===== config.mk =====
export PLATFORM = sky130hd
export DESIGN_NAME = instr_mem_loader
export DESIGN_NICKNAME = d
export VERILOG_FILES = /design/src/rtl/instr_mem_loader.sv
export SDC_FILE = /design/constraint.sdc
export NUM_CORES = 1
export LEC_CHECK = 0
export ABC_CLOCK_PERIOD_IN_PS = 5000
export CORE_ASPECT_RATIO = 0.75
export CORE_MARGIN = 1.5
export CORE_UTILIZATION = 40
export CTS_BUF_LIST = sky130_fd_sc_hd__clkbuf_8
export CTS_CLUSTER_SIZE = 8
export DETAILED_ROUTE_END_ITERATION = 12
export GPL_ROUTABILITY_DRIVEN = 0
export HOLD_SLACK_MARGIN = 0.15
export SLEW_MARGIN = 25
export SYNTH_ARGS = -nofsm -noshare
export SYNTH_HDL_FRONTEND = slang
export SYNTH_SLANG_ARGS = --single-unit

===== constraint.sdc =====
create_clock -name clk_i -period 5 [get_ports clk_i]
set_clock_uncertainty 0.15 [all_clocks]
set_input_delay 0.75 -clock clk_i [delete_from_list [all_inputs] [get_ports clk_i]]
set_output_delay 0.75 -clock clk_i [all_outputs]
set_load 0.01 [all_outputs]

===== src/rtl/instr_mem_loader.sv =====
// Loads the rewritable instruction memory from a UART byte stream.
// Stream format: 4-byte base address, then a 4-byte word count (both MSB first), then little-endian words.
module instr_mem_loader #(
    parameter int unsigned TIMEOUT_CYCLES = 1_000_000
) (
    input  logic        clk_i,
    input  logic        rst_ni,
    input  logic [7:0]  rx_data_i,
    input  logic        rx_valid_i,
    output logic [31:0] write_addr_o,
    output logic [31:0] write_data_o,
    output logic        write_enable_o,
    output logic        core_reset_o,
    output logic        done_o,
    output logic        error_o
);

    localparam int unsigned TW = (TIMEOUT_CYCLES > 1) ? $clog2(TIMEOUT_CYCLES) : 1;

    typedef enum logic [1:0] {IDLE, ADDR, LEN, DATA} state_t;

    state_t        state;
    logic [1:0]    byte_cnt;
    logic [31:0]   base_addr;
    logic [31:0]   word_cnt;
    logic [31:0]   word_idx;
    logic [23:0]   word_buf;
    logic [TW-1:0] idle_cnt;
    logic [31:0]   len_next;
    logic          expire;

    assign len_next = {word_cnt[23:0], rx_data_i};
    // A byte landing on the last idle cycle wins over the timeout.
    assign expire   = (state != IDLE) && !rx_valid_i && (idle_cnt == TW'(TIMEOUT_CYCLES - 1));

    always_ff @(posedge clk_i or negedge rst_ni) begin
        if (!rst_ni) begin
            state          <= IDLE;
            byte_cnt       <= 2'd0;
            base_addr      <= 32'd0;
            word_cnt       <= 32'd0;
            word_idx       <= 32'd0;
            word_buf       <= 24'd0;
            idle_cnt       <= '0;
            write_addr_o   <= 32'd0;
            write_data_o   <= 32'd0;
            write_enable_o <= 1'b0;
            core_reset_o   <= 1'b0;
            done_o         <= 1'b0;
            error_o        <= 1'b0;
        end else begin
            write_enable_o <= 1'b0;
            done_o         <= 1'b0;
            error_o        <= 1'b0;

            if (state == IDLE || rx_valid_i)
                idle_cnt <= '0;
            else
                idle_cnt <= idle_cnt + TW'(1);

            if (expire) begin
                state        <= IDLE;
                byte_cnt     <= 2'd0;
                idle_cnt     <= '0;
                core_reset_o <= 1'b0;
                error_o      <= 1'b1;
            end else if (rx_valid_i) begin
                case (state)
                    IDLE: begin
                        // The opening byte is already address byte 0.
                        state        <= ADDR;
                        base_addr    <= {24'd0, rx_data_i};
                        byte_cnt     <= 2'd1;
                        core_reset_o <= 1'b1;
                    end
                    ADDR: begin
                        base_addr <= {base_addr[23:0], rx_data_i};
                        byte_cnt  <= byte_cnt + 2'd1;
                        if (byte_cnt == 2'd3) begin
                            state    <= LEN;
                            byte_cnt <= 2'd0;
                        end
                    end
                    LEN: begin
                        word_cnt <= len_next;
                        byte_cnt <= byte_cnt + 2'd1;
                        if (byte_cnt == 2'd3) begin
                            byte_cnt <= 2'd0;
                            word_idx <= 32'd0;
                            if (len_next == 32'd0) begin
                                state        <= IDLE;
                                core_reset_o <= 1'b0;
                                done_o       <= 1'b1;
                            end else begin
                                state <= DATA;
                            end
                        end
                    end
                    DATA: begin
                        byte_cnt <= byte_cnt + 2'd1;
                        case (byte_cnt)
                            2'd0: word_buf[7:0]   <= rx_data_i;
                            2'd1: word_buf[15:8]  <= rx_data_i;
                            2'd2: word_buf[23:16] <= rx_data_i;
                            2'd3: begin
                                write_data_o   <= {rx_data_i, word_buf};
                                write_addr_o   <= base_addr + (word_idx << 2);
                                write_enable_o <= 1'b1;
                                word_idx       <= word_idx + 32'd1;
                                if (word_idx == word_cnt - 32'd1) begin
                                    state        <= IDLE;
                                    byte_cnt     <= 2'd0;
                                    core_reset_o <= 1'b0;
                                    done_o       <= 1'b1;
                                end
                            end
                            default: ;
                        endcase
                    end
                    default: state <= IDLE;
                endcase
            end
        end
    end

endmodule


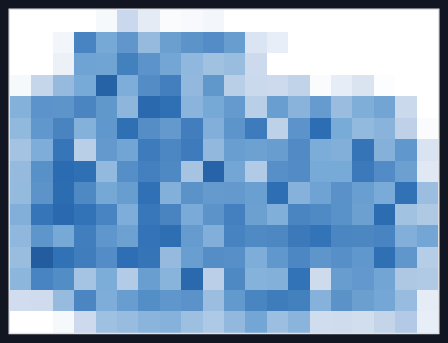
Run 1: placement density heat map
20 x 15 tiles, from white (low) to dark blue (high), 0 to 100% covered.
mean over tiles	44%
emptiest ninth of the die	north-east
nearly empty tiles	13%
fullest tile	82%
tiles over 75% full	3.3%

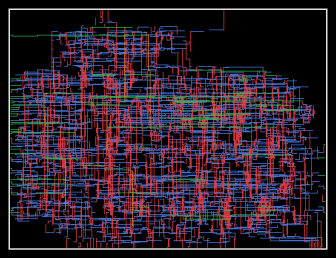
Run 1: metal layers overlaid
color	layer	wire length
green	metal 3	1590 µm
blue	metal 1	13600 µm
orange	metal 4	308 µm
red	metal 2	11100 µm

==> flow_results.org, run 1 <==
#+TITLE: Physical design notes

** Finish
- The layout contains a multi-input combinational cell count of 850.
- By area, logic gates come first.
- After layout, the buffer instance count without clock buffers stands at 86.
- Fraction of layout instances using a drive strength above 1 :: 11.7%
- The repair_antennas step left the layout with diodes totalling 0.
- Area Overhead vs Synth :: 16.8%
- After the last flow step, the layout net total stands at 1262.
- Fraction of area in multi-input gates :: 43.2%
- The area taken by multi-input combinational cells is reported as 5640 µm².
- Flip-flop and latch count :: 212
- Share of the final layout cell area in sequential cells :: 40.6%
- The finished layout holds 1584 standard cells, fillers aside.
- The clock network takes up 5.61% of total cell area after layout.
- Once layout is complete, the utilization of the core stands at 48.0%.
- FF+latch area :: 5310 µm²
- Most numerous logic cells after layout :: 212 x sky130_fd_sc_hd__dfrtp_1, 193 x sky130_fd_sc_hd__nand2_1, 93 x sky130_fd_sc_hd__nor2_1
- After routing the design area is 13100 µm².
- Leaving out fill and tap cells, the most frequent cell in the layout is sky130_fd_sc_hd__dfrtp_1.

** Final timing
- Number of hold-slack violations in the final timing report :: 0
- Remaining max-slew budget at the tightest pin :: 46.0%
- After routing, the total negative slack on setup checks comes to 0 ns.
- PnR worst setup slack :: 1.32 ns
- The transition time recorded at the tightest slew-check pin is 0.808 ns.
- Final critical delay including setup and external delays :: 3.68 ns
- # setup viols final :: 0
- Post-Route Hold Slack :: 0.310 ns
- The worst path uses 73.6% of the clock period.

** Logic synthesis
- Number of cells in Yosys stat :: 1126
- Per the post-synthesis report, the number of cells in the design is 1126.
- Sequential cells were found to cover 47.4% of the synthesized design area.
- Count of flip-flops with a built-in enable after synthesis :: 0
- Most frequently used flop master after synthesis :: sky130_fd_sc_hd__dfrtp_1
- Post-synthesis chip area from yosys :: 11200 µm²
- Of the total synthesized cell area, the portion taken by AND-OR and OR-AND cells is 11.3%.
- Post-Synthesis Cell Area :: 11200 µm²
- Post-synthesis simple-gate area fraction :: 19.6%
- After synthesis, the share of flip-flops with an asynchronous set or reset is 100%.
- Number of distinct standard cells referenced by the synthesized netlist :: 75
- Most area-consuming cells after synthesis :: sky130_fd_sc_hd__dfrtp_1 47%, sky130_fd_sc_hd__nand2_1 6.5%, sky130_fd_sc_hd__mux2_2 6.1%
- Per the synth log, the flip-flop and latch total comes to 212.
- Of the combinational cells, the family taking the most area is simple AND/OR/NAND/NOR gates.
- Yosys reports the multiplexer fraction of the synthesized area as 6.86%.
- After Yosys synthesis, XOR and XNOR cells account for 7.68% of the synthesized area.
- Syn Area/Cell :: 9.93 µm²
- The synthesized design spends more area on one cell type than any other, namely sky130_fd_sc_hd__dfrtp_1.
- The area fraction of the largest cell type after synthesis is 47.4%.

** Worst hold path
- The path class of the tightest hold or removal check is reg2reg.
- The path with the worst hold slack has its endpoint at write_data_o[10].
- Worst Hold Launch :: word_buf[10]

** Setup path
- The largest individual stage delay along the critical path comes from the cell sky130_fd_sc_hd__a2111oi_0.
- In this run the critical path is formed by ha_1, inv_1, fa_1, nor2b_1, o31ai_1, a21oi_1, o211ai_1, a31oi_1, and4_1, a2111oi_0, mux2i_1, o22ai_1.
- STA classifies the critical path startpoint as a flop.
- CP Capture Point :: write_addr_o[24]
- By startpoint and endpoint, the worst setup path is classified as reg2reg.
- The OpenROAD report gives the critical path a data arrival time of 3.93 ns.
- Worst path bufs/invs :: 1
- Walking the critical path from launch to capture passes 12 cell instances.
- Logic depth along the worst register-to-register path is recorded as 12.
- The timing report gives the biggest stage delay along the critical path as 0.48 ns.
- The most critical setup path has its startpoint at word_idx[0].
- Register-to-register setup slack :: 1.32 ns
- Highest net fanout along the worst path :: 7
- CP Capture Type :: flop
- Launch point of the worst reg-to-reg path :: word_idx[0]

** Placed design
- Inst Count DP :: 1520
- OpenSTA, run right after detailed placement, puts the worst setup slack at 1.02 ns.
- In this run the tool buffered the top-level ports with 78 buffer cells.
- Placed wire-length estimate :: 18.6 mm
- Post-DP Area :: 12300 µm²

** Global routing
- The global router reports that the layer with the highest usage is met1.
- The first global-routing pass estimated 43.8 mm of wire.
- GR Util met2 :: 26.7%
- For met3 alone, demand over resource in global routing was 4.47%.
- Antenna violations before repair :: 0
- Met1 usage :: 28.5%
- Vias in the first global route :: 8147
- Entering global routing, the biggest net connects 92 pins.
- Grt total ovfl :: 0

** Outcome
- The run finished with clean final reports.

** Clock network
- Clock tree from TritonCTS :: yes
- Clk sinks :: 212
- Post-cts gate resize count :: 0
- Latest clock arrival within the worst-skew pair :: 0.53 ns
- Number of buffers between clock root and the deepest sink :: 3
- Clock tree root driver cell :: sky130_fd_sc_hd__clkbuf_8
- Clock slew at reported path FFs :: 0.06 ns

** Route
- Before antenna repair, the detailed router went through 5 iterations.
- Wire segments on met2 add up to 11.1 mm in the final route.
- Drt initial violations :: 471
- Highest metal layer with signal wires :: met4
- The detail route stage leaves a number of antenna-violating nets equal to 0.
- Detailed Route WL :: 26.6 mm
- WL met3 :: 1.59 mm
- After detailed routing, the number of remaining DRC violations is 0.
- WL/cell :: 16.8 µm
- Vias :: 8401
- The routed wirelength on the met1 layer is recorded as 13.6 mm.

** Pwr
- Power density cells :: 518 nW/µm²
- Power dissipated in the clock network :: 1580 µW
- Leakage power summed over all cells :: 0.00592 µW
- Switching Power :: 2490 µW
- In this run, flip-flops and latches consume 41.4% of the power.
- Cell-internal power :: 4280 µW
- Max rail drop VDD :: 264 µV

** Job
- # Max-Cap Violations :: 0

** Floorplan
- 79 I/O pins were placed.
- The die is 196 µm wide.
- In this run the full chip footprint comes out at 29000 µm².
- Core box area :: 27200 µm²
- For reference, the placement row count at floorplan is 52.
- Number of well-tap cells placed :: 351
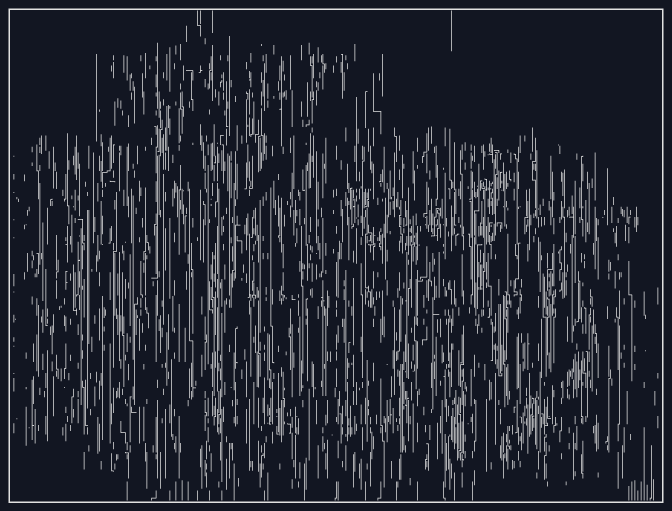
Run 1: the metal 2 layer
wire length on this layer	11100 µm
main direction	vertical
nets with wire on the layer	1013
share of all routed wire	42%

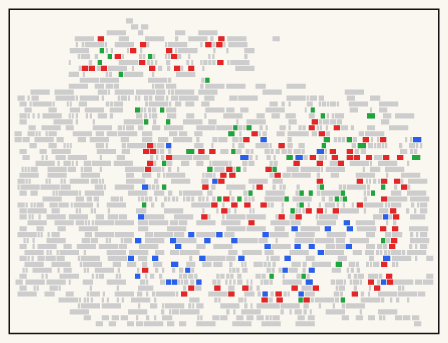
Run 1: gate-type map
color	family	cells	most used
blue	AND-OR and OR-AND gates	45	a22o_1
green	AND and OR gates	50	and3_1
red	XOR/XNOR gates	98	xor2_1

run 1: synthesized netlist by cell type (4+ instances only):
master,count
sky130_fd_sc_hd__a31oi_1,7
sky130_fd_sc_hd__a211oi_1,8
sky130_fd_sc_hd__o21ai_1,7
sky130_fd_sc_hd__nor3b_1,4
sky130_fd_sc_hd__o21ai_0,52
sky130_fd_sc_hd__nor2_1,93
sky130_fd_sc_hd__and4_1,4
sky130_fd_sc_hd__nor3_1,23
sky130_fd_sc_hd__nand4_1,5
sky130_fd_sc_hd__nand2_1,194
sky130_fd_sc_hd__nand3b_1,5
sky130_fd_sc_hd__o21a_1,7
sky130_fd_sc_hd__nand2b_1,6
sky130_fd_sc_hd__mux2_2,61
sky130_fd_sc_hd__and3_1,20
sky130_fd_sc_hd__a21o_1,5
sky130_fd_sc_hd__a21oi_1,32
sky130_fd_sc_hd__or3_1,9
sky130_fd_sc_hd__ha_1,41
sky130_fd_sc_hd__inv_1,21
sky130_fd_sc_hd__o211ai_1,5
sky130_fd_sc_hd__clkbuf_1,34
sky130_fd_sc_hd__xor2_1,60
sky130_fd_sc_hd__nor4_1,17
sky130_fd_sc_hd__o22ai_1,4
sky130_fd_sc_hd__a2111oi_0,4
sky130_fd_sc_hd__mux2i_1,8
sky130_fd_sc_hd__dfrtp_1,212
sky130_fd_sc_hd__nand3_1,34
sky130_fd_sc_hd__nor2b_1,7
sky130_fd_sc_hd__o31ai_1,6
sky130_fd_sc_hd__a22o_1,25
sky130_fd_sc_hd__and2_1,4
sky130_fd_sc_hd__xnor2_1,38
run 1: repair_timing:
item	4_1_cts	5_1_grt
setup endpoints to repair	0	0
hold endpoints to repair	14	0
hold buffers	1	0
buffers inserted	0	0
Run 1, routing congestion:
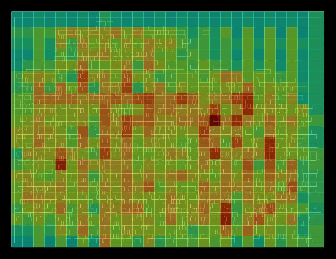

==> run 2: changes to the inputs <==
--- a/config.mk
+++ b/config.mk
@@ -5,7 +5,7 @@
 export SDC_FILE = /design/constraint.sdc
 export NUM_CORES = 1
 export LEC_CHECK = 0
-export ABC_CLOCK_PERIOD_IN_PS = 5000
+export ABC_CLOCK_PERIOD_IN_PS = 3800
 export CORE_ASPECT_RATIO = 0.75
 export CORE_MARGIN = 1.5
 export CORE_UTILIZATION = 40
==> constraint.sdc (replaced) <==
create_clock -name clk_i -period 3.8 [get_ports clk_i]
set_clock_uncertainty 0.15 [all_clocks]
set_input_delay 0.57 -clock clk_i [delete_from_list [all_inputs] [get_ports clk_i]]
set_output_delay 0.57 -clock clk_i [all_outputs]
set_load 0.01 [all_outputs]
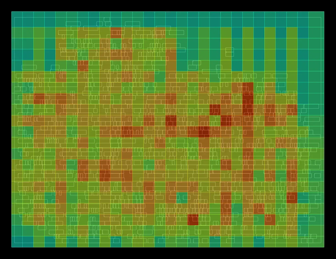
Run 2: routing congestion
All-Layer GR Usage: 19.3%
WL/cell: 17.0 µm
met1 usage: 29.4%
GR Util met2: 27.7%
Core Util, Final: 48.6%

==> flow_results.org, run 2 <==
#+TITLE: Physical design notes

** Outcome
- Outcome :: finished clean (unchanged)

** Clock network
- Number of buffers between clock root and the deepest sink :: 3 (unchanged)
- Clk sinks :: 212 (unchanged)
- The count of hold-fix buffers inserted at cts is 1 (unchanged).
- H-tree levels :: 2 (unchanged)
- Number of setup buffers added after CTS :: 0 (unchanged)
- Clock tree root driver cell :: sky130_fd_sc_hd__clkbuf_8 (unchanged)
- The clock transition at the register clock pins on the worst setup and hold paths after CTS was 0.06 ns (about the same).
- The post-cts repair resize count came to 0 (unchanged).
- Clock tree from TritonCTS :: yes (unchanged)
- Latest clock arrival within the worst-skew pair :: 0.55 ns (was 0.53 ns)

** Finish
- The most instantiated logic cell after routing was sky130_fd_sc_hd__dfrtp_1 (unchanged).
- The non-filler instance count after layout is 1602 (was 1584).
- Share of the final layout cell area in sequential cells :: 40.1% (was 40.6%)
- The antenna diode count was 0 (unchanged).
- The final instance area is 13200 µm² (was 13100 µm²).
- Flip-flop and latch count :: 212 (unchanged)
- The count of inverters not on the clock network in the layout was 22 (unchanged).
- Fraction of layout instances using a drive strength above 1 :: 13.3% (was 11.7%)
- The sequential cell area is 5310 µm² (unchanged).
- Most numerous logic cells after layout: 212 x sky130_fd_sc_hd__dfrtp_1, 194 x sky130_fd_sc_hd__nand2_1, 93 x sky130_fd_sc_hd__nor2_1 (was 212 x sky130_fd_sc_hd__dfrtp_1, 193 x sky130_fd_sc_hd__nand2_1, 93 x sky130_fd_sc_hd__nor2_1).
- Fraction of area in multi-input gates :: 42.7% (was 43.2%)
- The final net count came to 1285 (was 1262).
- Largest class :: logic gates (unchanged)
- The area added between synthesis and finish came to 18.2% (was 16.8%).
- The logic area was 5640 µm² (about the same).
- Non-clock buffer total of the final layout :: 109 (was 86)
- The total number of multi-input combinational cells is 850 (unchanged).
- Relative area of clock buffers and inverters in the final design :: 5.40% (was 5.61%)

** Logic synthesis
- The chip area in the Yosys report is 11200 µm² (unchanged).
- The most common flop cell mapped by yosys is sky130_fd_sc_hd__dfrtp_1 (unchanged).
- Leading cell types by count after synthesis: 212 x sky130_fd_sc_hd__dfrtp_1, 194 x sky130_fd_sc_hd__nand2_1, 93 x sky130_fd_sc_hd__nor2_1 (unchanged).
- Syn Area/Cell :: 9.93 µm² (unchanged)
- The share of flip-flops with an asynchronous set or reset after synthesis was 100% (unchanged).
- Number of cells in Yosys stat :: 1126 (unchanged)
- Count of flip-flops with a built-in enable after synthesis :: 0 (unchanged)
- Proportion of synthesized chip area in sequential cells :: 47.4% (unchanged)
- The leading cell type by number of instances after synthesis was sky130_fd_sc_hd__dfrtp_1 (unchanged).
- The total of flip-flops plus latches after synthesis was 212 (unchanged).
- Most area-consuming cells after synthesis :: sky130_fd_sc_hd__dfrtp_1 47%, sky130_fd_sc_hd__nand2_1 6.5%, sky130_fd_sc_hd__mux2_2 6.1% (unchanged)
- Post-Synthesis Cell Area :: 11200 µm² (unchanged)
- The number of standard cells after synthesis is 1126 (unchanged).
- Yosys top cell area share :: 47.4% (unchanged)
- Number of distinct standard cells referenced by the synthesized netlist :: 75 (unchanged)
- The dominant cell type by area after synthesis is sky130_fd_sc_hd__dfrtp_1 (unchanged).

** Route
- The detailed router's first-iteration violation count came to 497 (was 471).
- The total wire length came to 27.2 mm (was 26.6 mm).
- Post-DRT Antenna Nets :: 0 (unchanged)
- Vias per inst :: 5.30 (about the same)
- The residual DRC count is 0 (unchanged).
- Pre-Repair DR Iteration Count :: 5 (unchanged)
- Vias :: 8488 (was 8401)

** Floorplan
- The total die size is 29000 µm² (unchanged).
- The core region area was 27200 µm² (unchanged).
- Number of cell rows :: 52 (unchanged)
- Horiz. Die Dim :: 196 µm (unchanged)
- The number of tap instances was 351 (unchanged).
- The number of top-level pins is 79 (unchanged).
- The vertical die dimension is 148 µm (unchanged).

** Setup path
- The critical path endpoint category was a flop (unchanged).
- The startpoint kind of the worst setup timing path was a flop (unchanged).
- The data arrival at the endpoint of the critical path came to 3.68 ns (was 3.93 ns).
- Highest net fanout along the worst path :: 7 (unchanged)
- The startpoint of the most critical setup path is word_idx[0] (unchanged).
- The cell depth of the worst flop-to-flop path is 12 (unchanged).
- Register-to-register setup slack :: 0.37 ns (was 1.32 ns)
- Launch point of the worst reg-to-reg path :: word_idx[0] (unchanged)
- The endpoint of the worst setup timing path is write_addr_o[24] (unchanged).
- The critical path class was reg2reg (unchanged).

** Final timing
- RSZ-0062 raised after global routing: no (unchanged).
- Post-Route Hold Slack :: 0.310 ns (about the same)
- Cycle use final :: 90.2% (was 73.6%)
- The number of setup violations in the final report came to 0 (unchanged).
- The headroom to the max-slew limit is 46.6% (was 46.0%).
- Final critical delay including setup and external delays :: 3.43 ns (was 3.68 ns)
- The setup TNS is 0 ns (unchanged).
- Max Fclk :: 292 MHz (was 272 MHz)
- The final tally of max-slew violations came to 0 (unchanged).
- The number of hold violations in the final report came to 0 (unchanged).
- PnR worst setup slack :: 0.373 ns (was 1.32 ns)
- Worst Max-Slew Pin Slew :: 0.796 ns (was 0.808 ns)

** Placed design
- Minimum setup slack after placement :: 0.261 ns (was 1.02 ns)
- Placed wire-length estimate :: 19.2 mm (was 18.6 mm)
- Post-DP Area :: 12500 µm² (was 12300 µm²)
- I/O Buffers :: 78 (unchanged)
- The placed instance count is 1543 (was 1520).

** Job
- The max-capacitance violation count is 0 (unchanged).

** Worst hold path
- Worst Hold Launch :: word_buf[8] (was word_buf[10])
- The destination of the worst hold path is write_data_o[8] (was write_data_o[10]).
- The type of the tightest min-delay check is reg2reg (unchanged).

** Global routing
- The first-pass GRT wire length came to 44.9 mm (was 43.8 mm).
- Vias in the first global route :: 8321 (was 8147)
- Antenna violations before repair :: 0 (unchanged)
- The final global-route overflow total was 0 (unchanged).
- Largest net degree at the start of global routing :: 71 (was 92)

** Pwr
- Max rail drop VDD :: 325 µV (was 264 µV)
- Power density cells :: 679 nW/µm² (was 518 nW/µm²)
- Leakage power summed over all cells :: 0.00601 µW (was 0.00592 µW)
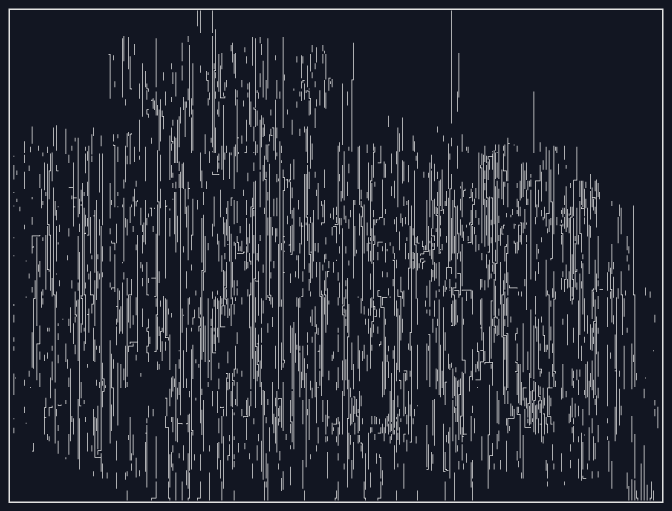
Run 2: the metal 2 layer
share of all routed wire	42%
main direction	vertical
wire length on this layer	11300 µm
longest straight run	73.1 µm
nets with wire on the layer	1045

-- run 2: cell types whose count changed in the layout (fill, tap and decap cells not counted), sizes merged --
| cell | previous run | this run |
|---|---|---|
| buf | 7 | 30 |
| inv | 33 | 29 |
| clkbuf | 46 | 49 |
| clkinv | 5 | 3 |
| bufinv | 1 | 0 |
| clkinvlp | 1 | 0 |
-- run 2: report_power, final --
part / internal [µW] / switching [µW] / total (µW)
Sequential: 2940 / 737 / 3670
Combinational: 1590 / 1630 / 3220
Clock: 1130 / 959 / 2090
Total: 5650 / 3330 / 8980
-- run 2: logic make-up (layout without fill, tap and decap cells) --
group	Yosys count	count (layout)	synth area share [%]
AOI/OAI and AO/OA	188	188	11.3
xor gates and xnor gates	98	98	7.68
adders and majority gates	42	42	4.77
buffers and inverters	64	189	2.30
DFF	212	212	47.4
muxes	69	69	6.86
and+or+nand+nor	453	453	19.6
-- run 2: metal layers --
metal | share of wire [%] | track usage [%]
met1 | 52 | 29.4
met2 | 42 | 27.7
met3 | 5.3 | 4.31
met4 | 1.0 | 4.65
met5 | 0 | 0
-- run 2: worst max-delay path, cell delays in order, from the launching register on --
cell	delay [ns]
sky130_fd_sc_hd__dfrtp_1	0.46
sky130_fd_sc_hd__ha_1	0.25
sky130_fd_sc_hd__inv_1	0.08
sky130_fd_sc_hd__fa_1	0.20
sky130_fd_sc_hd__nor2b_1	0.06
sky130_fd_sc_hd__o31ai_1	0.33
sky130_fd_sc_hd__a21oi_1	0.20
sky130_fd_sc_hd__o211ai_1	0.32
sky130_fd_sc_hd__a31oi_2	0.23
sky130_fd_sc_hd__and4_1	0.26
sky130_fd_sc_hd__a2111oi_1	0.42
sky130_fd_sc_hd__mux2i_1	0.23
sky130_fd_sc_hd__o22ai_1	0.09
Run 2, gate-type map:
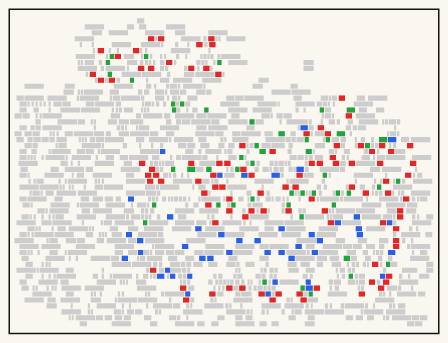

==> run 3: changes to the inputs <==
--- a/config.mk
+++ b/config.mk
@@ -10,7 +10,7 @@
 export CORE_MARGIN = 1.5
 export CORE_UTILIZATION = 40
 export CTS_BUF_LIST = sky130_fd_sc_hd__clkbuf_8
-export CTS_CLUSTER_SIZE = 8
+export CTS_CLUSTER_SIZE = 14
 export DETAILED_ROUTE_END_ITERATION = 12
 export GPL_ROUTABILITY_DRIVEN = 0
 export HOLD_SLACK_MARGIN = 0.15
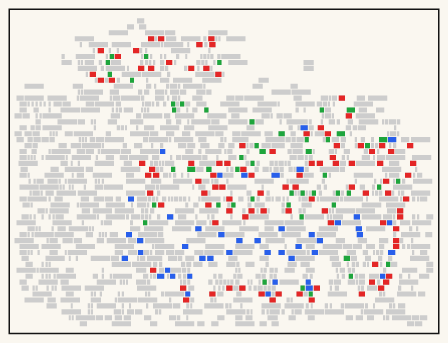
Run 3: gate-type map
color	family	cells	most used
red	XOR/XNOR gates	98	xor2_1
blue	AND-OR and OR-AND gates	45	a22o_1
green	AND and OR gates	50	and3_1

==> flow_results.org, run 3 <==
#+TITLE: Physical design notes

** Route
- The residual DRC count came to 0 (unchanged).
- The number of vias per cell came to 5.34 (was 5.30).
- The detailed router's first-iteration violation count is 471 (was 497).
- Detailed Route WL :: 27.1 mm (was 27.2 mm)
- The count of antenna-violating nets left after detailed routing came to 0 (unchanged).
- Vias :: 8546 (was 8488)
- The first-pass iteration count of the detailed router is 5 (unchanged).
- WL/cell :: 16.9 µm (was 17.0 µm)

** Finish
- The antenna diode count is 0 (unchanged).
- Most common logic cell in the routed design :: sky130_fd_sc_hd__dfrtp_1 (unchanged)
- Final Net Count :: 1283 (was 1285)
- Most numerous logic cells after layout: 212 x sky130_fd_sc_hd__dfrtp_1, 194 x sky130_fd_sc_hd__nand2_1, 93 x sky130_fd_sc_hd__nor2_1 (unchanged).
- The final instance area was 13200 µm² (about the same).
- The share of the core filled with cells is 48.4% (was 48.6%).
- Fraction of layout instances using a drive strength above 1 :: 13.2% (was 13.3%)
- Layout fillers :: 2584 (was 2571)
- Area Overhead vs Synth :: 17.8% (was 18.2%)
- The non-filler instance count after layout is 1601 (was 1602).

** Clock network
- The maximum count of clock buffers along a single path came to 3 (unchanged).
- Clock tree root driver cell :: sky130_fd_sc_hd__clkbuf_8 (unchanged)
- The post-CTS repair timing setup buffer count is 0 (unchanged).
- Latest clock arrival within the worst-skew pair :: 0.54 ns (was 0.55 ns)
- Clock tree from TritonCTS :: yes (unchanged)
- The total clock sinks is 212 (unchanged).
- TritonCTS Buffers :: 35 (was 37)
- The clock transition at the register clock pins on the worst setup and hold paths after CTS is 0.07 ns (was 0.06 ns).
- H-tree levels :: 2 (unchanged)

** Floorplan
- The core region area is 27200 µm² (unchanged).
- The width of the die is 196 µm (unchanged).
- The number of top-level pins is 79 (unchanged).
- Number of cell rows :: 52 (unchanged)
- Floorplan utilization :: 41.1% (unchanged)
- Die Outline Area :: 29000 µm² (unchanged)
- Die Ht :: 148 µm (unchanged)

** Setup path
- The startpoint kind of the worst setup timing path was a flop (unchanged).
- The startpoint of the most critical register-to-register path was word_idx[0] (unchanged).
- The end of the worst register-to-register path is write_addr_o[24] (unchanged).
- Worst r2r path cells :: 12 (unchanged)
- The longest individual stage delay on the worst path was 0.46 ns (about the same).
- Crit path DAT :: 3.68 ns (about the same)
- The count of cell instances traversed by the critical path was 12 (unchanged).
- Critical path, cell by cell: ha_1, inv_1, fa_1, nor2b_1, o31ai_1, a21oi_1, o211ai_1, a31oi_2, and4_1, a2111oi_1, mux2i_1, o22ai_1 (unchanged).
- The reg-to-reg setup timing slack came to 0.36 ns (was 0.37 ns).
- The dominant delay contributor by cell family on the critical path is AND-OR/OR-AND gates (unchanged).
- Data required time of the critical path :: 4.04 ns (was 4.05 ns)
- The critical path endpoint category was a flop (unchanged).
- Cell type of the slowest stage on the worst timing path :: sky130_fd_sc_hd__dfrtp_1 (unchanged)
- The worst path buffer plus inverter count came to 1 (unchanged).
- The maximum fanout along the worst path was 7 (unchanged).
- Worst setup path class :: reg2reg (unchanged)

** Logic synthesis
- The share of flip-flops with an asynchronous set or reset after synthesis came to 100% (unchanged).
- Syn Area/Cell :: 9.93 µm² (unchanged)
- Most area-consuming cells after synthesis: sky130_fd_sc_hd__dfrtp_1 47%, sky130_fd_sc_hd__nand2_1 6.5%, sky130_fd_sc_hd__mux2_2 6.1% (unchanged).
- The total number of yosys warnings was 0 (unchanged).
- The share of the synthesized area in the top cell type was 47.4% (unchanged).
- The leading cell type by number of instances after synthesis was sky130_fd_sc_hd__dfrtp_1 (unchanged).
- The number of nets in the synthesized netlist was 1179 (unchanged).
- The sequential element share of the synthesized area came to 47.4% (unchanged).
- Count of flip-flops with a built-in enable after synthesis :: 0 (unchanged)
- Post-Synthesis Cell Area :: 11200 µm² (unchanged)
- Number of cells in Yosys stat :: 1126 (unchanged)
- The chip area in the Yosys report is 11200 µm² (unchanged).
- The total of flip-flops plus latches after synthesis is 212 (unchanged).
- Leading cell types by count after synthesis: 212 x sky130_fd_sc_hd__dfrtp_1, 194 x sky130_fd_sc_hd__nand2_1, 93 x sky130_fd_sc_hd__nor2_1 (unchanged).
- Most frequently used flop master after synthesis :: sky130_fd_sc_hd__dfrtp_1 (unchanged)
- The number of standard cells after synthesis was 1126 (unchanged).
- The dominant cell type by area after synthesis was sky130_fd_sc_hd__dfrtp_1 (unchanged).
- The count of cell types in the netlist was 75 (unchanged).

** Final timing
- The minimum clock period after layout is 3.44 ns (was 3.43 ns).
- Max-slew violations :: 0 (unchanged)
- The final worst hold slack came to 0.300 ns (was 0.310 ns).
- The number of hold violations in the final report is 0 (unchanged).
- Max Fclk :: 291 MHz (was 292 MHz)
- RSZ-0062 raised after global routing: no (unchanged).
- PnR worst setup slack :: 0.364 ns (was 0.373 ns)
- Summed negative setup slack over all endpoints :: 0 ns (unchanged)
- Cycle use final :: 90.4% (was 90.2%)
- The headroom to the max-slew limit was 47.4% (was 46.6%).
- # setup viols final :: 0 (unchanged)
- The pin slew with the least headroom to its limit is 0.784 ns (was 0.796 ns).

** Placed design
- Placed wire-length estimate :: 19.2 mm (unchanged)
- The total cell area at the placement stage is 12500 µm² (unchanged).
- I/O Buffers :: 78 (unchanged)
- Minimum setup slack after placement :: 0.261 ns (unchanged)
- Inst Count DP :: 1543 (unchanged)

** Outcome
- Outcome: finished clean (unchanged).

** Worst hold path
- The destination of the worst hold path is write_data_o[8] (unchanged).
- The type of the tightest min-delay check was reg2reg (unchanged).
- Worst Hold Launch :: word_buf[8] (unchanged)
- Worst Hold Path Cells :: 2 (unchanged)

** Pwr
- Power density cells :: 674 nW/µm² (was 679 nW/µm²)
- The worst vdd rail ir drop came to 337 µV (was 325 µV).
- The static leakage is 0.00599 µW (was 0.00601 µW).
- Tot Pwr :: 8880 µW (was 8980 µW)

** Global routing
- Vias in the first global route :: 8310 (was 8321)
- Largest net degree at the start of global routing :: 71 (unchanged)
- The first-pass GRT wire length is 44.6 mm (was 44.9 mm).
- Grt total ovfl :: 0 (unchanged)
- All-Layer GR Usage :: 19.1% (was 19.3%)
- The number of antenna violations at the first check in global routing was 0 (unchanged).

** Job
- The max-capacitance violation count came to 0 (unchanged).
- Number of warnings in the stage logs :: 33 (unchanged)
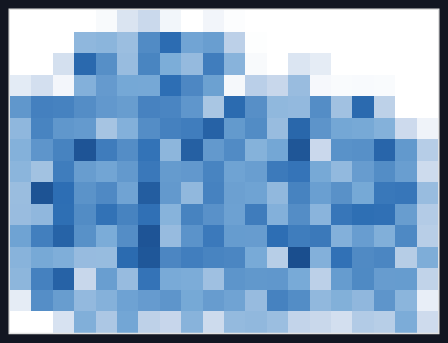
Run 3: placement density heat map
20 x 15 tiles, from white (low) to dark blue (high), 0 to 100% covered.
fullest tile	88%
emptiest ninth of the die	north-east
nearly empty tiles	14%
tiles over 75% full	6.7%
mean over tiles	44%

[run 3: how the worst max path moves through the flow]
stage,start,end,slack [ns]
floorplan,word_idx[0],write_addr_o[24],0.78
detailed placement,word_idx[0],write_addr_o[24],0.26
global placement,word_idx[0],write_addr_o[24],0.35
CTS,word_idx[0],write_addr_o[24],0.26
finish,word_idx[0],write_addr_o[24],0.36
global route,word_idx[0],write_addr_o[24],0.04
[run 3: cells by family (layout without fill, tap and decap cells)]
family	Yosys count	after routing	synth area share, %
AND-OR/OR-AND	188	188	11.3
XOR/XNOR	98	98	7.68
adder cells (fa/ha/maj)	42	42	4.77
buffers and inverters	64	188	2.30
flip-flops	212	212	47.4
multiplexers	69	69	6.86
AND/OR/NAND/NOR	453	453	19.6
[run 3: layout make-up]
class	instances	area, µm²	area share, %
Tap cell	351	439	3.33
Inverter	22	82.6	0.627
Multi-Input combinational cell	850	5640	42.8
Timing Repair Buffer	109	1030	7.84
Clock buffer	43	592	4.49
Clock inverter	14	78.8	0.598
Sequential cell	212	5310	40.3
[run 3: where the power goes]
| group | internal, µW | total, µW | switching (µW) |
|---|---|---|---|
| Combinational | 1590 | 3230 | 1640 |
| Clock | 1030 | 1980 | 951 |
| Sequential | 2930 | 3670 | 737 |
| Total | 5550 | 8880 | 3330 |
[run 3: timing repair]
action | CTS | global route
hold buffers | 1 | 0
resized | 0 | 2
endpoints found under the hold margin | 63 | 0
endpoints found under the setup margin | 0 | 1
[run 3: metal layers]
layer  vias up  track usage (%)  share of wire, %
met3        35             3.88               4.7
met2       170             27.5                42
met4         0             4.27               1.5
met1      4166             29.2                52
li1       4175                -                 -
met5         -                0                 0
Power figures rest on the tool's default switching activity, not on a simulated workload.
